File: config.mk
export PLATFORM = sky130hd
export DESIGN_NAME = volume_control
export DESIGN_NICKNAME = d
export VERILOG_FILES = /design/src/rtl/volume_pkg.sv /design/src/rtl/btn_sync.sv /design/src/rtl/volume_control.sv
export SDC_FILE = /design/constraint.sdc
export NUM_CORES = 1
export LEC_CHECK = 0
export CAP_MARGIN = 5
export CORE_MARGIN = 2
export CORE_UTILIZATION = 35
export DETAILED_ROUTE_END_ITERATION = 16
export GPL_ROUTABILITY_DRIVEN = 0
export SLEW_MARGIN = 15
export SYNTH_ARGS = -nofsm -noshare
export SYNTH_HDL_FRONTEND = slang
export SYNTH_HIERARCHICAL = 1
export SYNTH_SLANG_ARGS = --single-unit
File: constraint.sdc
create_clock -name clk -period 3.1 [get_ports clk]
set_input_delay 0.465 -clock clk [delete_from_list [all_inputs] [get_ports clk]]
set_output_delay 0.465 -clock clk [all_outputs]
set_load 0.01 [all_outputs]
File: src/rtl/volume_pkg.sv
// Shared types and default constants for the volume control block.
package volume_pkg;

  localparam int VOL_BITS_DEF      = 4;
  localparam int VOL_MAX_DEF       = 15;
  localparam int VOL_DEFAULT_DEF   = 8;
  localparam int HOLD_DELAY_DEF    = 50;
  localparam int REPEAT_PERIOD_DEF = 20;

  typedef enum logic [1:0] {
    WAIT_REL,
    IDLE,
    HOLD,
    REPEAT
  } fsm_state_t;

  typedef enum logic {
    DIR_UP,
    DIR_DOWN
  } dir_t;

  function automatic int max_int(input int a, input int b);
    return (a > b) ? a : b;
  endfunction

endpackage

File: src/rtl/btn_sync.sv
// Two-flop synchronizer for one asynchronous push-button, with a selectable reset level.
module btn_sync #(
  parameter logic RESET_VAL = 1'b1
) (
  input  logic clk,
  input  logic reset,
  input  logic async_in,
  output logic sync_out
);

  logic meta_reg;
  logic sync_reg;

  always_ff @(posedge clk) begin
    if (reset) begin
      meta_reg <= RESET_VAL;
      sync_reg <= RESET_VAL;
    end else begin
      meta_reg <= async_in;
      sync_reg <= meta_reg;
    end
  end

  assign sync_out = sync_reg;

endmodule

File: src/rtl/volume_control.sv
// Push-button volume control: saturating level, hold-to-repeat, one-cycle change pulse.
// Optional mute button is enabled by defining VOLUME_CONTROL_MUTE_EN.
module volume_control
  import volume_pkg::*;
#(
  parameter int VOL_BITS      = VOL_BITS_DEF,
  parameter int VOL_MAX       = VOL_MAX_DEF,
  parameter int VOL_DEFAULT   = VOL_DEFAULT_DEF,
  parameter int HOLD_DELAY    = HOLD_DELAY_DEF,
  parameter int REPEAT_PERIOD = REPEAT_PERIOD_DEF
) (
  input  logic                clk,
  input  logic                reset,
  input  logic                btn_up,
  input  logic                btn_down,
`ifdef VOLUME_CONTROL_MUTE_EN
  input  logic                btn_mute,
`endif
  output logic [VOL_BITS-1:0] volume,
  output logic                mudou_volume,
  output logic                at_limit
);

  localparam int CNT_MAX = max_int(HOLD_DELAY, REPEAT_PERIOD);
  localparam int CNT_W   = $clog2(CNT_MAX + 1);

  localparam logic [VOL_BITS-1:0] VMAX = VOL_BITS'(VOL_MAX);
  localparam logic [VOL_BITS-1:0] VDEF = VOL_BITS'(VOL_DEFAULT);
  localparam logic [CNT_W-1:0] HOLD_LAST = CNT_W'(HOLD_DELAY - 1);
  localparam logic [CNT_W-1:0] REP_LAST  = CNT_W'(REPEAT_PERIOD - 1);
  localparam logic AT_LIMIT_RST = (VOL_DEFAULT == 0) || (VOL_DEFAULT == VOL_MAX);

`ifdef VOLUME_CONTROL_MUTE_EN
  localparam int NUM_BTN = 3;
`else
  localparam int NUM_BTN = 2;
`endif

  // Synchronizers reset high so a button held through reset looks "still pressed".
  logic [NUM_BTN-1:0] btn_raw;
  logic [NUM_BTN-1:0] btn_s;

`ifdef VOLUME_CONTROL_MUTE_EN
  assign btn_raw = {btn_mute, btn_down, btn_up};
`else
  assign btn_raw = {btn_down, btn_up};
`endif

  genvar gi;
  generate
    for (gi = 0; gi < NUM_BTN; gi++) begin : g_sync
      btn_sync #(
        .RESET_VAL(1'b1)
      ) u_sync (
        .clk     (clk),
        .reset   (reset),
        .async_in(btn_raw[gi]),
        .sync_out(btn_s[gi])
      );
    end
  endgenerate

  logic up_s;
  logic down_s;
  assign up_s   = btn_s[0];
  assign down_s = btn_s[1];

  fsm_state_t state_reg;
  logic [CNT_W-1:0] cnt_reg;
  dir_t dir_reg;

  logic held;
  logic opp;
  assign held = (dir_reg == DIR_UP) ? up_s : down_s;
  assign opp  = (dir_reg == DIR_UP) ? down_s : up_s;

  // Step request decoded from the current state; release and opposite-press veto it.
  logic step_fire;
  logic step_up;

  always_comb begin
    step_fire = 1'b0;
    step_up   = (dir_reg == DIR_UP);
    case (state_reg)
      IDLE: begin
        step_fire = up_s ^ down_s;
        step_up   = up_s;
      end
      HOLD:    step_fire = held && !opp && (cnt_reg == HOLD_LAST);
      REPEAT:  step_fire = held && !opp && (cnt_reg == REP_LAST);
      default: step_fire = 1'b0;
    endcase
  end

  always_ff @(posedge clk) begin
    if (reset) begin
      state_reg <= WAIT_REL;
      cnt_reg   <= '0;
      dir_reg   <= DIR_UP;
    end else begin
      case (state_reg)
        WAIT_REL: begin
          if (!up_s && !down_s) state_reg <= IDLE;
        end
        IDLE: begin
          if (up_s && down_s) begin
            state_reg <= WAIT_REL;
          end else if (up_s || down_s) begin
            cnt_reg   <= '0;
            dir_reg   <= up_s ? DIR_UP : DIR_DOWN;
            state_reg <= HOLD;
          end
        end
        HOLD: begin
          if (!held) begin
            state_reg <= IDLE;
          end else if (opp) begin
            state_reg <= WAIT_REL;
          end else if (cnt_reg == HOLD_LAST) begin
            cnt_reg   <= '0;
            state_reg <= REPEAT;
          end else begin
            cnt_reg <= cnt_reg + 1'b1;
          end
        end
        REPEAT: begin
          if (!held) begin
            state_reg <= IDLE;
          end else if (opp) begin
            state_reg <= WAIT_REL;
          end else if (cnt_reg == REP_LAST) begin
            cnt_reg <= '0;
          end else begin
            cnt_reg <= cnt_reg + 1'b1;
          end
        end
        default: state_reg <= WAIT_REL;
      endcase
    end
  end

  logic [VOL_BITS-1:0] level_reg;
  logic [VOL_BITS-1:0] level_next;
  logic [VOL_BITS-1:0] stepped_level;
  logic [VOL_BITS-1:0] display_next;
  logic [VOL_BITS-1:0] volume_reg;
  logic                pulse_next;
  logic                pulse_reg;
  logic                at_limit_reg;

`ifdef VOLUME_CONTROL_MUTE_EN
  logic mute_prev_reg;
  logic mute_rise;
  logic muted_reg;
  logic muted_next;
  assign mute_rise = btn_s[2] & ~mute_prev_reg;
`endif

  // Saturating step: a step at a limit leaves the level where it is.
  always_comb begin
    stepped_level = level_reg;
    if (step_up && (level_reg < VMAX)) begin
      stepped_level = level_reg + 1'b1;
    end else if (!step_up && (level_reg != '0)) begin
      stepped_level = level_reg - 1'b1;
    end
  end

  always_comb begin
    level_next = level_reg;
    pulse_next = 1'b0;
`ifdef VOLUME_CONTROL_MUTE_EN
    muted_next = muted_reg;
    if (step_fire) begin
      level_next = stepped_level;
      pulse_next = (stepped_level != level_reg) || muted_reg;
      muted_next = 1'b0;
    end else if (mute_rise) begin
      muted_next = ~muted_reg;
      pulse_next = 1'b1;
    end
    display_next = muted_next ? '0 : level_next;
`else
    if (step_fire) begin
      level_next = stepped_level;
      pulse_next = (stepped_level != level_reg);
    end
    display_next = level_next;
`endif
  end

  always_ff @(posedge clk) begin
    if (reset) begin
      level_reg    <= VDEF;
      volume_reg   <= VDEF;
      pulse_reg    <= 1'b0;
      at_limit_reg <= AT_LIMIT_RST;
`ifdef VOLUME_CONTROL_MUTE_EN
      mute_prev_reg <= 1'b1;
      muted_reg     <= 1'b0;
`endif
    end else begin
      level_reg    <= level_next;
      volume_reg   <= display_next;
      pulse_reg    <= pulse_next;
      at_limit_reg <= (display_next == '0) || (display_next == VMAX);
`ifdef VOLUME_CONTROL_MUTE_EN
      mute_prev_reg <= btn_s[2];
      muted_reg     <= muted_next;
`endif
    end
  end

  assign volume       = volume_reg;
  assign mudou_volume = pulse_reg;
  assign at_limit     = at_limit_reg;

endmodule
**Run 1: M1 wires**

Scale: 8 px per µm. Supply wires on this layer in gray.
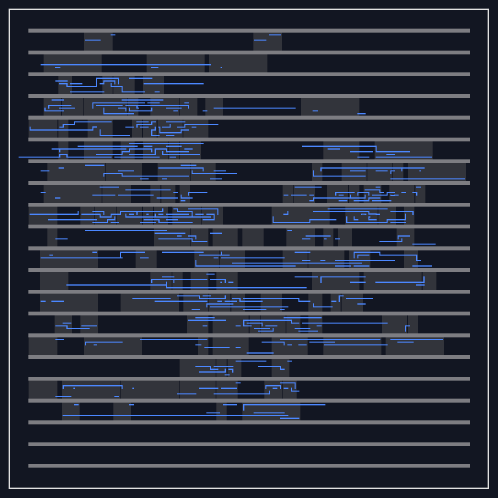
share of all routed wire: 47%
longest straight run: 28.1 µm

**Run 1: signal wires on met2**

Scale: 8 px per µm.
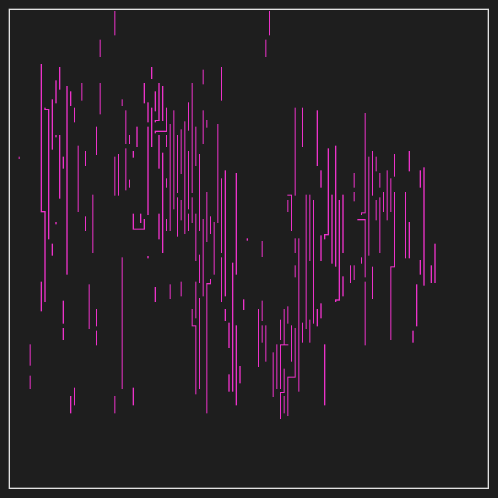
nets with wire on the layer: 121
longest straight run: 23.5 µm
share of all routed wire: 47%

==> flow_summary.json, run 1 <==
{
  "top_cell": "dfxtp_1",
  "n_clock_buffer": 3,
  "drtIter0Drc": 36,
  "ant_nets": 0,
  "vias": 889,
  "comb_area_um2": 674,
  "port_buffers": 9,
  "logic_family": "simple AND/OR/NAND/NOR gates",
  "ff_type": "dfxtp_1",
  "area_growth_pct": 13.8,
  "holdPathStages": 1,
  "grtUsageTotal": 0.135,
  "nNetsFinal": 144,
  "grt_pass1_vias": 814,
  "fp-utilization": 0.362,
  "intPower_mw": 0.302,
  "critPathKind": "register to register",
  "grt_use_met3": 0.0584,
  "place_ws_ns": 0.702,
  "rows": 20,
  "p_sw_mw": 0.0882,
  "drive_gt1_frac": 0.122,
  "startpoint": "volume[1]$_SDFF_PP0_",
  "path_cells": "inv_1 > ha_1 > nand2b_1 > nor4b_1 > nor2_1 > a2111oi_2 > nor2_1 > or4_1 > a21oi_1",
  "rrSetupSlack_ns": 0.67,
  "final_cell_mix": "dfxtp_1, nor2_1, clkdlybuf4s50_1",
  "tightest_slew_ns": 0.520,
  "dr.pass1.iters": 4,
  "placed_cell_area_um2": 1210,
  "fmax_mhz": 411,
  "clk_pin_slew_worst_paths_ns": 0.11,
  "swShare": 0.226,
  "rsz0062_at_grt": "false",
  "synthArstFlopShare": 0,
  "cap_violations": 0,
  "antenna_found_initial": 0,
  "simple_gate_share": 0.250,
  "grt_util_met1": 0.163,
  "powerDensity_nw_per_um2": 316,
  "xor_share": 0.0403,
  "synth_warnings": 6,
  "area_leaders": "dfxtp_1, ha_1, nor2_1",
  "flops": 19,
  "ff_latch_area_um2": 380,
  "drv_slew": 0,
  "cp_data_required_time_ns": 3.33,
  "insertion_delay_ns": 0.30,
  "edf_count": 0,
  "crit_path_max_fanout": 7,
  "sh_seq_area": 0.308,
  "ys_seq_share": 0.350,
  "crit_path_frequent_cell": "nor2_1",
  "post-cts-setup-buffers": 0,
  "clockBufferDepth": 2,
  "p_comb_frac": 0.040,
  "lay_top_count": "dfxtp_1",
  "fin_ws_ns": 0.666,
  "synthTopCellsByCount": "dfxtp_1, nor2_1, ha_1",
  "clkPwrFrac": 0.324,
  "cts_root_buffer": "clkbuf_4",
  "critPathCapture": "at_limit$_SDFF_PP0_",
  "cts_max_level": 1,
  "synth-seq-cells": 19,
  "postSynthCellCount": 120,
  "comb_share": 0.546,
  "drc": 0,
  "grt_pass1_wl_um": 3620,
  "chipArea_um2": 3560,
  "cp-start-kind": "register",
  "antenna_cells": 0,
  "status": "finished clean",
  "cp.arrival_ns": 2.67,
  "ys_chip_area_um2": 1090,
  "m1WireLength_um": 955,
  "largest_register_ffs": 6,
  "top_usage_layer": "met2",
  "pwr-share-seq": 0.637,
  "period_used_share": 0.785
}
**Run 1: signal wires on met3**

Scale: 10 px per µm.
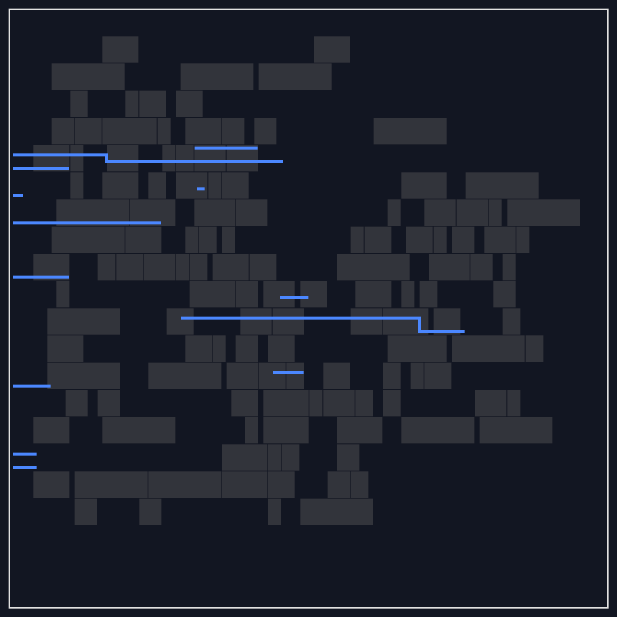
nets with wire on the layer: 11
share of all routed wire: 5.0%
main direction: horizontal

**Run 1: clock distribution**

Scale: 4 px per µm.
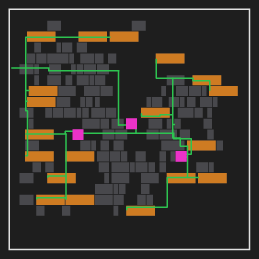

==> inputs of run 2 (changes only) <==
==> constraint.sdc (replaced) <==
create_clock -name clk -period 2.6 [get_ports clk]
set_input_delay 0.39 -clock clk [delete_from_list [all_inputs] [get_ports clk]]
set_output_delay 0.39 -clock clk [all_outputs]
set_load 0.01 [all_outputs]
**Run 2: clock distribution**

Scale: 4 px per µm.
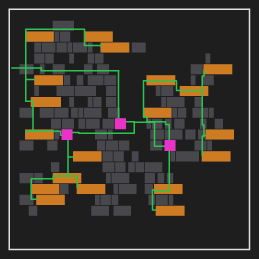
legend:
  clock wires:
    color: green
    length: 266 µm
  cells driving clock nets:
    color: magenta
    count: 3
  flip-flops:
    color: orange
    count: 19
routed clock nets: 4
flops lie: spread over the die

==> flow_summary.json, run 2 <==
{
  "status": "finished clean",
  "vias": 868,
  "drive_gt1_frac": 0.144,
  "path_cells": "inv_1 > ha_1 > nand2b_1 > nor4b_2 > nor2_1 > a2111oi_2 > nor2_1 > or4_1 > a21oi_1",
  "powerDensity_nw_per_um2": 375,
  "insertion_delay_ns": 0.30,
  "startpoint": "volume[0]$_SDFF_PP0_",
  "critPathKind": "register to register",
  "xor_share": 0.0403,
  "fp-utilization": 0.362,
  "synth-seq-cells": 19,
  "comb_share": 0.544,
  "synth_warnings": 6,
  "cp_data_required_time_ns": 2.84,
  "cp-start-kind": "register",
  "clockBufferDepth": 2,
  "critPathCapture": "at_limit$_SDFF_PP0_",
  "nNetsFinal": 145,
  "ys_seq_share": 0.350,
  "area_leaders": "dfxtp_1, ha_1, nor2_1",
  "grt_pass1_vias": 767,
  "post-cts-setup-buffers": 0,
  "drtIter0Drc": 17,
  "p_comb_frac": 0.042,
  "flops": 19,
  "top_cell": "dfxtp_1",
  "area_growth_pct": 15.2,
  "placed_cell_area_um2": 1220,
  "m1WireLength_um": 949,
  "place_ws_ns": 0.180,
  "cp.arrival_ns": 2.61,
  "grtUsageTotal": 0.121,
  "swShare": 0.229,
  "cap_violations": 0,
  "lay_top_count": "dfxtp_1",
  "fin_ws_ns": 0.237,
  "ant_nets": 0,
  "edf_count": 0,
  "clk_pin_slew_worst_paths_ns": 0.11,
  "antenna_cells": 0,
  "crit_path_max_fanout": 6,
  "cts_root_buffer": "clkbuf_4",
  "logic_family": "simple AND/OR/NAND/NOR gates",
  "ff_type": "dfxtp_1",
  "intPower_mw": 0.362,
  "simple_gate_share": 0.250,
  "antenna_found_initial": 0,
  "crit_path_frequent_cell": "nor2_1",
  "dr.pass1.iters": 4,
  "pwr-share-seq": 0.633,
  "synthArstFlopShare": 0,
  "rrSetupSlack_ns": 0.24,
  "drv_slew": 0,
  "comb_area_um2": 681,
  "tightest_slew_ns": 0.506,
  "port_buffers": 9,
  "n_clock_buffer": 3,
  "ys_chip_area_um2": 1090,
  "top_usage_layer": "met2",
  "largest_register_ffs": 6,
  "fmax_mhz": 423,
  "period_used_share": 0.909,
  "rows": 20,
  "clkPwrFrac": 0.325
}
Power figures rest on the tool's default switching activity, not on a simulated workload.
